Run 1, the metal 1 layer:
Drawn at 3 px/µm. Supply wires on this layer in grey. Cells faint in the background.
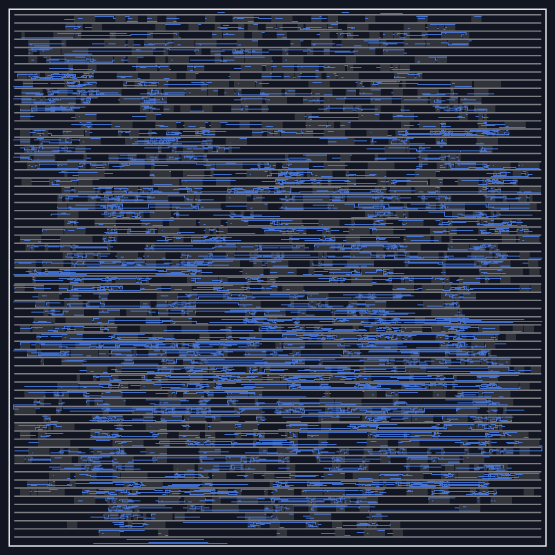
Run 1, M3 wires:
Drawn at 3 px/µm. Cells faint in the background.
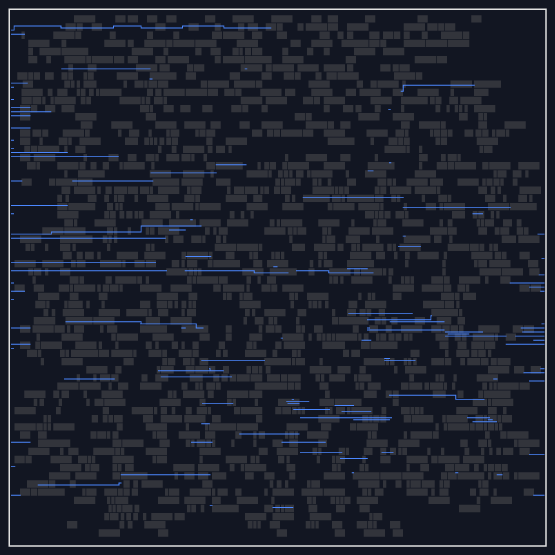
Run 1, M2 wires:
Drawn at 3 px/µm.
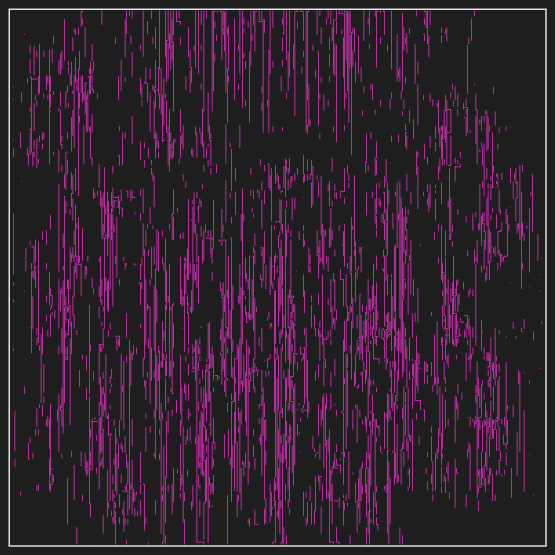
==> src/rtl/video_timing_rx.sv <==
// Video timing receiver: 2-cycle sync/pixel pipeline with active x/y indices,
// per-frame timing measurement and a SEARCH/TRAIN/LOCKED stability tracker.
module video_timing_rx #(
  parameter int          X_BITS  = 12,
  parameter int          Y_BITS  = 12,
  parameter logic [23:0] TIMEOUT = 24'd4000000
) (
  input  logic              pix_clk,
  input  logic              rst,
  input  logic              vs_in,
  input  logic              hs_in,
  input  logic              de_in,
  input  logic [7:0]        r_in,
  input  logic [7:0]        g_in,
  input  logic [7:0]        b_in,
  output logic              vs_out,
  output logic              hs_out,
  output logic              de_out,
  output logic [7:0]        r_out,
  output logic [7:0]        g_out,
  output logic [7:0]        b_out,
  output logic [X_BITS-1:0] x_act,
  output logic [Y_BITS-1:0] y_act,
  output logic [X_BITS-1:0] h_total,
  output logic [X_BITS-1:0] h_act,
  output logic [Y_BITS-1:0] v_total,
  output logic [Y_BITS-1:0] v_act,
  output logic              frame_start,
  output logic              locked
);

  typedef struct packed {
    logic       vs;
    logic       hs;
    logic       de;
    logic [7:0] r;
    logic [7:0] g;
    logic [7:0] b;
  } pix_t;

  typedef struct packed {
    logic [X_BITS-1:0] ht;
    logic [X_BITS-1:0] ha;
    logic [Y_BITS-1:0] vt;
    logic [Y_BITS-1:0] va;
  } meas_t;

  typedef enum logic [1:0] {SEARCH, TRAIN, LOCKED} state_t;

  localparam logic [X_BITS-1:0] X_MAX = '1;
  localparam logic [Y_BITS-1:0] Y_MAX = '1;
  localparam logic [X_BITS-1:0] X_ONE = {{(X_BITS-1){1'b0}}, 1'b1};
  localparam logic [Y_BITS-1:0] Y_ONE = {{(Y_BITS-1){1'b0}}, 1'b1};

  function automatic logic [X_BITS-1:0] inc_x(input logic [X_BITS-1:0] v);
    return (v == X_MAX) ? v : v + X_ONE;
  endfunction

  function automatic logic [Y_BITS-1:0] inc_y(input logic [Y_BITS-1:0] v);
    return (v == Y_MAX) ? v : v + Y_ONE;
  endfunction

  pix_t              s1;
  pix_t              s2;
  logic              sampled;
  logic              armed;
  logic              vs_rise;
  logic              hs_rise;
  logic              de_fall;

  logic [X_BITS-1:0] h_cnt;
  logic [X_BITS-1:0] h_lat;
  logic [X_BITS-1:0] d_cnt;
  logic [X_BITS-1:0] d_lat;
  logic [Y_BITS-1:0] v_cnt;
  logic [Y_BITS-1:0] va_cnt;
  meas_t             pub;
  meas_t             prev;
  logic              pub_evt;
  logic              frame_ok;
  logic              frame_same;

  state_t            state;
  logic [1:0]        match;
  logic [23:0]       to_cnt;

  // A vs that is already high when reset releases is not a real rising edge:
  // edges only count once a genuine low sample has been seen.
  assign vs_rise = s1.vs & ~s2.vs & armed;
  assign hs_rise = s1.hs & ~s2.hs;
  assign de_fall = ~s1.de & s2.de;

  always_ff @(posedge pix_clk) begin
    if (rst) begin
      s1      <= '0;
      s2      <= '0;
      sampled <= 1'b0;
      armed   <= 1'b0;
    end else begin
      s1      <= {vs_in, hs_in, de_in, r_in, g_in, b_in};
      s2      <= s1;
      sampled <= 1'b1;
      armed   <= armed | (sampled & ~s1.vs);
    end
  end

  assign {vs_out, hs_out, de_out, r_out, g_out, b_out} = s2;

  always_ff @(posedge pix_clk) begin
    if (rst) begin
      x_act <= '0;
      y_act <= '0;
    end else begin
      if (s1.de) begin
        x_act <= s2.de ? inc_x(x_act) : '0;
      end else begin
        x_act <= '0;
      end
      if (vs_rise) begin
        y_act <= '0;
      end else if (de_fall) begin
        y_act <= inc_y(y_act);
      end
    end
  end

  // Line period counts the rise cycle as 1, so the next rise sees exactly the period.
  always_ff @(posedge pix_clk) begin
    if (rst) begin
      h_cnt  <= '0;
      h_lat  <= '0;
      d_cnt  <= '0;
      d_lat  <= '0;
      v_cnt  <= '0;
      va_cnt <= '0;
    end else begin
      if (hs_rise) begin
        h_cnt <= X_ONE;
        h_lat <= h_cnt;
      end else begin
        h_cnt <= inc_x(h_cnt);
      end

      if (de_fall) begin
        d_lat <= d_cnt;
        d_cnt <= '0;
      end else if (s1.de) begin
        d_cnt <= inc_x(d_cnt);
      end

      if (vs_rise) begin
        v_cnt  <= '0;
        va_cnt <= '0;
      end else begin
        if (hs_rise) v_cnt <= inc_y(v_cnt);
        if (de_fall) va_cnt <= inc_y(va_cnt);
      end
    end
  end

  // A line edge coinciding with vs belongs to the frame that is ending.
  always_ff @(posedge pix_clk) begin
    if (rst) begin
      pub         <= '0;
      pub_evt     <= 1'b0;
      frame_start <= 1'b0;
    end else begin
      pub_evt     <= vs_rise;
      frame_start <= pub_evt;
      if (vs_rise) begin
        pub.ht <= hs_rise ? h_cnt : h_lat;
        pub.ha <= de_fall ? d_cnt : d_lat;
        pub.vt <= hs_rise ? inc_y(v_cnt) : v_cnt;
        pub.va <= de_fall ? inc_y(va_cnt) : va_cnt;
      end
    end
  end

  assign h_total = pub.ht;
  assign h_act   = pub.ha;
  assign v_total = pub.vt;
  assign v_act   = pub.va;

  assign frame_ok = (pub.ht != '0) && (pub.ht != X_MAX) &&
                    (pub.ha != '0) && (pub.ha != X_MAX) &&
                    (pub.vt != '0) && (pub.vt != Y_MAX) &&
                    (pub.va != '0) && (pub.va != Y_MAX) &&
                    (pub.ha < pub.ht) && (pub.va < pub.vt);
  assign frame_same = (pub == prev);

  // The tracker evaluates the published frame one cycle after publication,
  // so locked changes on the same cycle that frame_start pulses.
  always_ff @(posedge pix_clk) begin
    if (rst) begin
      state  <= SEARCH;
      match  <= '0;
      locked <= 1'b0;
      prev   <= '0;
      to_cnt <= '0;
    end else begin
      if (vs_rise) begin
        to_cnt <= '0;
      end else if (to_cnt != TIMEOUT) begin
        to_cnt <= to_cnt + 24'd1;
      end

      if (to_cnt == TIMEOUT) begin
        state  <= SEARCH;
        match  <= '0;
        locked <= 1'b0;
      end else if (pub_evt) begin
        prev <= pub;
        case (state)
          SEARCH: begin
            state  <= TRAIN;
            match  <= '0;
            locked <= 1'b0;
          end
          TRAIN: begin
            if (frame_ok && frame_same) begin
              if (match == 2'd1) begin
                state  <= LOCKED;
                match  <= 2'd2;
                locked <= 1'b1;
              end else begin
                match <= match + 2'd1;
              end
            end else begin
              match <= '0;
            end
          end
          LOCKED: begin
            if (!(frame_ok && frame_same)) begin
              state  <= TRAIN;
              match  <= '0;
              locked <= 1'b0;
            end
          end
          default: begin
            state  <= SEARCH;
            match  <= '0;
            locked <= 1'b0;
          end
        endcase
      end
    end
  end

endmodule

==> config.mk <==
export PLATFORM = sky130hd
export DESIGN_NAME = video_timing_rx
export DESIGN_NICKNAME = d
export VERILOG_FILES = /design/src/rtl/video_timing_rx.sv
export SDC_FILE = /design/constraint.sdc
export NUM_CORES = 1
export LEC_CHECK = 0
export ABC_CLOCK_PERIOD_IN_PS = 3500
export CORE_UTILIZATION = 36
export DETAILED_ROUTE_END_ITERATION = 8
export PLACE_DENSITY_LB_ADDON = 0.05
export RECOVER_POWER = 50
export REMOVE_ABC_BUFFERS = 1
export SLEW_MARGIN = 0
export SYNTH_ARGS = -nofsm -noshare
export SYNTH_HDL_FRONTEND = slang
export SYNTH_SLANG_ARGS = --single-unit
export TNS_END_PERCENT = 100
==> constraint.sdc <==
create_clock -name pix_clk -period 3.5 [get_ports pix_clk]
set_input_delay 0.875 -clock pix_clk [delete_from_list [all_inputs] [get_ports pix_clk]]
set_output_delay 0.875 -clock pix_clk [all_outputs]
set_load 0.02 [all_outputs]
==> qor.txt, run 1 <==
Worst Path Max Fanout -> 84
fin worst setup slack -> 0.6089 ns
Reg power frac -> 0.455
signal buffers share of area -> 0.09782
n_diodes -> 0
CP max-delay cell -> clkbuf_1
crit path DAT -> 3.23 ns
seq pwr -> 3230 µW
chip area -> 31830 µm²
PostCTS Resize Cnt -> 0
Yosys Instances -> 1246
synthesized cell area -> 11200 µm²
Pint -> 5625 µW
Clock transition at path regs -> 0.06 ns
site row count -> 64
# DRC -> 0
Inverters -> 42
Yosys Warn Count -> 0
number of buffers on the longest clock path -> 3
pin count of the biggest net entering global routing -> 85
Synth cell types -> 56
TritonRoute pass-1 iters -> 5
via/cell ratio -> 4.963
WS Path Type -> in -> reg
largest registers -> prev x48, s1 x27, to_cnt x24
number of CTS-inserted buffers -> 34
Leak -> 0.005197 µW
port bufs -> 129
DR iter-0 viols -> 549
logic share of the area -> 0.3772
syn avg cell area -> 8.990 µm²
fin util -> 0.4608
Synth area leader -> dfxtp_1
max reg flops -> 48
status -> finished with violations
Clock-cell share -> 0.08388
Max stage delay on crit path -> 0.88 ns
layout cells sized above 1 -> 0.06438
Flops after synth -> 278
Fin Hold WS -> 0.4336 ns
clock power share -> 0.512
NumNets Final -> 1435
CTS tree -> yes
Synth Seq Share -> 0.4968
total gr overflow -> 0
H-tree depth -> 2
path type of the worst min-delay path -> reg -> reg
crit start category -> input port
Post-CTS Setup Bufs -> 0
bufs w/o clock -> 141
Biggest register -> prev
CP required -> 3.84 ns
Setup Viol. Count Final -> 0
CP Cell Sequence -> clkbuf_1 > inv_1 > nand2_2 > clkbuf_4 > o22ai_1
Tap Count -> 396
core region area -> 30590 µm²
DP Wirelength -> 20180 µm
post-synthesis async set-or-reset flop share -> 0
clk_skew -> 0.008069 ns
Seq/total area -> 0.3948
Late-Pin Clk Latency -> 0.50 ns
Sw Share -> 0.2085
Largest cells by area -> dfxtp_1 50%, nand2_1 5.6%, xor2_1 4.8%, nor2_1 4.5%, xnor2_1 3.8%
dominant logic cell types in the final layout -> 278 x dfxtp_1, 165 x nand2_1, 134 x nor2_1, 128 x clkdlybuf4s50_1, 71 x a21oi_1
Crit. End Element -> flop
WP buf/inv -> 3
worst slew pin tran -> 1.537 ns
register area -> 5565 µm²
Psw -> 1481 µW
P_clk -> 3640 µW
unrepaired setup endpoints after global routing -> false
Reg2Reg Setup Slack -> 0.79 ns
placed insts -> 1735
failing checks -> capacitance limit, slew limit
most frequent cell after synthesis -> dfxtp_1
leading power group -> the clock network
multi-input gate count -> 878
drt wl/cell -> 16.35 µm
top cells by count -> 278 x dfxtp_1, 166 x nand2_1, 135 x nor2_1, 72 x a21oi_1, 62 x xor2_1
Overall Global Routing Usage -> 0.1883
comb pwr -> 236 µW
Pins Over Slew Limit -> 25
area overhead of the layout relative to synthesis -> 25.83%
post-route cell area -> 14100 µm²
Chip Height -> 178.4 µm
Top delay family on crit path -> buffers and inverters
pwr/cell area -> 504.1 nW/µm²
Synth Instances -> 1246
Yosys chip area -> 11200 µm²
Flops -> 278
first-pass GRT wire length -> 46800 µm
fin crit share -> 0.8260
clock buf count -> 53
pre-CTS WS -> 0.8448 ns
Top class by area -> flip-flops and latches
Top-area cell share -> 0.4968
max-cap violations -> 1
Fmax achieved -> 345.9 MHz
max_slew headroom -> -0.02480
Logic pwr share -> 0.033
area of the multi-input gates -> 5316 µm²
vias in the first global route -> 8485
number of enable flip-flop cells -> 0
clk sinks -> 278
antenna-violating nets left -> 0
final std cells w/o fill -> 1794
die width -> 178.4 µm
Final Hold Fails -> 0
Ports -> 130
Pre-Place Util -> 0.3662
crit path time final -> 2.891 ns
About 'the metal 1 layer':
The layer carries 14000 µm of wire. The layer holds 48% of the routed length.
via count: 8903
met1 Usage GRT: 0.2555
routed wire length: 29330 µm

About 'M3 wires':
The wires run mostly horizontal. 76 nets have wire on it. The layer carries 1380 µm of wire. The longest straight run is 51.8 µm. The layer holds 4.7% of the routed length.
GR Layer Usage met3: 0.03730

About 'M2 wires':
The wires run mostly vertical. 1152 nets have wire on it. The layer carries 13400 µm of wire. The layer holds 46% of the routed length. The longest straight run is 67.5 µm.
met2 usage: 0.3009

run 1: cells by family after synthesis:
family | share of synthesized area
AOI/OAI and AO/OA | 0.08958
xor gates and xnor gates | 0.08679
adders and majority gates | 0.03463
buffers and inverters | 0.03083
DFF | 0.4968
muxes | 0.02859
and+or+nand+nor | 0.2328
run 1: routing by layer:
metal | vias up | routed length [µm] | GRT usage
li1 | 4520 | - | -
met1 | 4181 | 14020 | 0.2555
met2 | 156 | 13350 | 0.3009
met3 | 46 | 1376 | 0.03730
met4 | 0 | 582 | 0.05473
met5 | - | 0 | 0
run 1: final timing paths:
path               start        to  cells after the start
max                  rst  v_act[0]                      5
min               s1[12]  g_out[4]                      1
max reg2reg  h_total[11]  state[0]                      9
min reg2reg       s1[12]  g_out[4]                      1
==> run 1 -> run 2 <==
--- a/config.mk
+++ b/config.mk
@@ -5,7 +5,7 @@
 export SDC_FILE = /design/constraint.sdc
 export NUM_CORES = 1
 export LEC_CHECK = 0
-export ABC_CLOCK_PERIOD_IN_PS = 3500
+export ABC_CLOCK_PERIOD_IN_PS = 2900
 export CORE_UTILIZATION = 36
 export DETAILED_ROUTE_END_ITERATION = 8
 export PLACE_DENSITY_LB_ADDON = 0.05
==> constraint.sdc (replaced) <==
create_clock -name pix_clk -period 2.9 [get_ports pix_clk]
set_input_delay 0.725 -clock pix_clk [delete_from_list [all_inputs] [get_ports pix_clk]]
set_output_delay 0.725 -clock pix_clk [all_outputs]
set_load 0.02 [all_outputs]
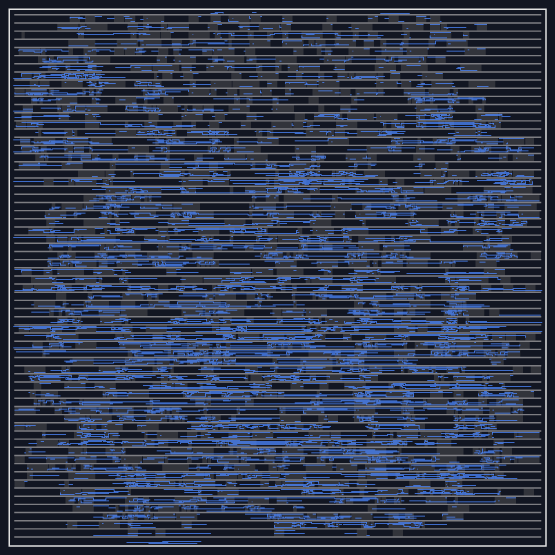
Run 2: the metal 1 layer
Drawn at 3 px/µm. Supply wires on this layer in grey. Cells faint in the background.
The layer holds 49% of the routed length. 1368 nets have wire on it. The layer carries 14700 µm of wire. The longest straight run is 88.5 µm. The wires run mostly horizontal.
met1 Usage GRT: 0.2585
routed wire length: 29880 µm

==> run 2 against run 1 <==
Largest power group unchanged. The flow now finishes without violations. Core utilization down 0.11 points. Sequential cell count unchanged. Count of clock-buffer cells in the layout down 12. Highest routed layer unchanged. Combinational power up 26%. Synthesized area unchanged. Cell area fell by 0.24%. Via count is 0.18% higher. Worst hold slack worse by 0.0016 ns. Sequential share of layout area up 0.095 points. Global-route usage down 0.24 points.
==> qor.txt, run 2 <==
Psw -> 1741 µW (was 1481 µW)
crit start category -> flop (was input port)
Synth cell types -> 56 (unchanged)
crit path time final -> 2.708 ns
number of buffers on the longest clock path -> 3 (unchanged)
met2 wire len -> 13530 µm (was 13350 µm)
post-synthesis async set-or-reset flop share -> 0 (unchanged)
Post-CTS Setup Bufs -> 0 (unchanged)
GR Layer Usage met3 -> 0.03240 (was 0.03730)
DR iter-0 viols -> 463 (was 549)
PostCTS Resize Cnt -> 0 (unchanged)
via/cell ratio -> 4.944 (was 4.963)
chip area -> 31830 µm² (unchanged)
Max Used Layer -> met4 (unchanged)
synthesized cell area -> 11200 µm² (unchanged)
core region area -> 30590 µm² (unchanged)
Metal-1 WL -> 14670 µm (was 14020 µm)
Top-area cell share -> 0.4968 (unchanged)
WS Path Type -> reg -> reg (was in -> reg)
status -> finished, final reports clean (was finished with violations)
antenna-violating nets left -> 0 (unchanged)
Flops after synth -> 278 (unchanged)
# DRC -> 0 (unchanged)
fin util -> 0.4597 (was 0.4608)
yosys aoi share -> 0.08958 (unchanged)
area overhead of the layout relative to synthesis -> 25.53% (was 25.83%)
fin crit share -> 0.9340
port bufs -> 129 (unchanged)
Max stage delay on crit path -> 0.80 ns (was 0.88 ns)
Yosys Instances -> 1246 (unchanged)
vias in the first global route -> 8423 (was 8485)
Synth mux share -> 0.02859 (unchanged)
Simple-Gate Fraction of Synth Area -> 0.2328 (unchanged)
Yosys chip area -> 11200 µm² (unchanged)
P_clk -> 3960 µW (was 3640 µW)
RR Startpoint -> h_total[11] (unchanged)
Reg2Reg Setup Slack -> 0.19 ns (was 0.79 ns)
Fmax achieved -> 369.2 MHz
leading power group -> the clock network (unchanged)
Synth Instances -> 1246 (unchanged)
syn avg cell area -> 8.990 µm² (unchanged)
Reg power frac -> 0.478 (was 0.455)
dominant logic cell types in the final layout -> 278 x dfxtp_1, 165 x nand2_1, 134 x nor2_1, 128 x clkdlybuf4s50_1, 71 x a21oi_1 (unchanged)
Biggest register -> prev (unchanged)
CP required -> 3.38 ns (was 3.84 ns)
Post-Synth XOR/XNOR Area -> 0.08679 (unchanged)
Synth logic family -> simple AND/OR/NAND/NOR gates (unchanged)
top cells by count -> 278 x dfxtp_1, 166 x nand2_1, 135 x nor2_1, 72 x a21oi_1, 62 x xor2_1 (unchanged)
layout cells sized above 1 -> 0.06676 (was 0.06438)
clk sinks -> 278 (unchanged)
Clock transition at path regs -> 0.06 ns (about the same)
Largest cells by area -> dfxtp_1 50%, nand2_1 5.6%, xor2_1 4.8%, nor2_1 4.5%, xnor2_1 3.8% (unchanged)
Yosys Warn Count -> 0 (unchanged)
Leak -> 0.005189 µW (was 0.005197 µW)
CP Cell Sequence -> inv_1 > ha_1 > and3_4 > nand3_1 > o41ai_1 > a211oi_2 > nand4b_1 > or2b_1 > a21oi_1 (was clkbuf_1 > inv_1 > nand2_2 > clkbuf_4 > o22ai_1)
most used routing layer -> met2 (unchanged)
Synth Seq Share -> 0.4968 (unchanged)
first-pass GRT wire length -> 46570 µm (was 46800 µm)
register area -> 5565 µm² (unchanged)
CP max-delay cell -> o41ai_1 (was clkbuf_1)
seq pwr -> 3900 µW (was 3230 µW)
H-tree depth -> 1 (was 2)
TritonRoute pass-1 iters -> 4 (was 5)
crit path DAT -> 3.19 ns (was 3.23 ns)
Sw Share -> 0.2133 (was 0.2085)
Chip Height -> 178.4 µm (unchanged)
Logic pwr share -> 0.037 (was 0.033)
Ports -> 130 (unchanged)
NumNets Final -> 1447 (was 1435)
post-route cell area -> 14060 µm² (was 14100 µm²)
Fin Hold WS -> 0.4319 ns (was 0.4336 ns)
CTS tree -> yes (unchanged)
Reg2Reg Depth -> 9 (unchanged)
pre-CTS WS -> 0.3045 ns (was 0.8448 ns)
max reg flops -> 48 (unchanged)
Overall Global Routing Usage -> 0.1859 (was 0.1883)
number of CTS-inserted buffers -> 31 (was 34)
max-cap violations -> 0 (was 1)
clock power share -> 0.485 (was 0.512)
Crit. End Element -> flop (unchanged)
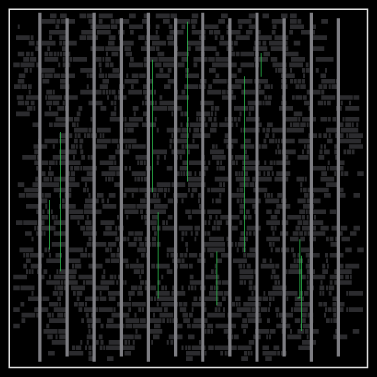
Run 2: signal wires on met4
Drawn at 2 px/µm. Supply wires on this layer in grey. Cells faint in the background.
The longest straight run is 87.7 µm. The layer holds 1.6% of the routed length.
via count: 8919

-- run 2: netlist changes by cell type in the layout (fill, tap and decap cells not counted), sizes merged --
cell,delta
clkbuf,-5
inv,-1
bufinv,+1
buf,+8
clkinv,+7
-- run 2: worst max-delay path: cells and delay by family (launching register included) --
family | cells | cell delay (ns)
flip-flops | 1 | 0.43
AND-OR/OR-AND | 3 | 1.02
AND/OR/NAND/NOR | 4 | 0.76
buffers and inverters | 1 | 0.10
adder cells (fa/ha/maj) | 1 | 0.33
-- run 2: cell type report --
type / count / share of cell area
Inverter: 42 / 0.01121
Clock inverter: 13 / 0.01174
Clock buffer: 41 / 0.06139
Sequential cell: 278 / 0.3958
Multi-Input combinational cell: 878 / 0.3786
Tap cell: 396 / 0.03523
Timing Repair Buffer: 156 / 0.1061
Power figures rest on the tool's default switching activity, not on a simulated workload.
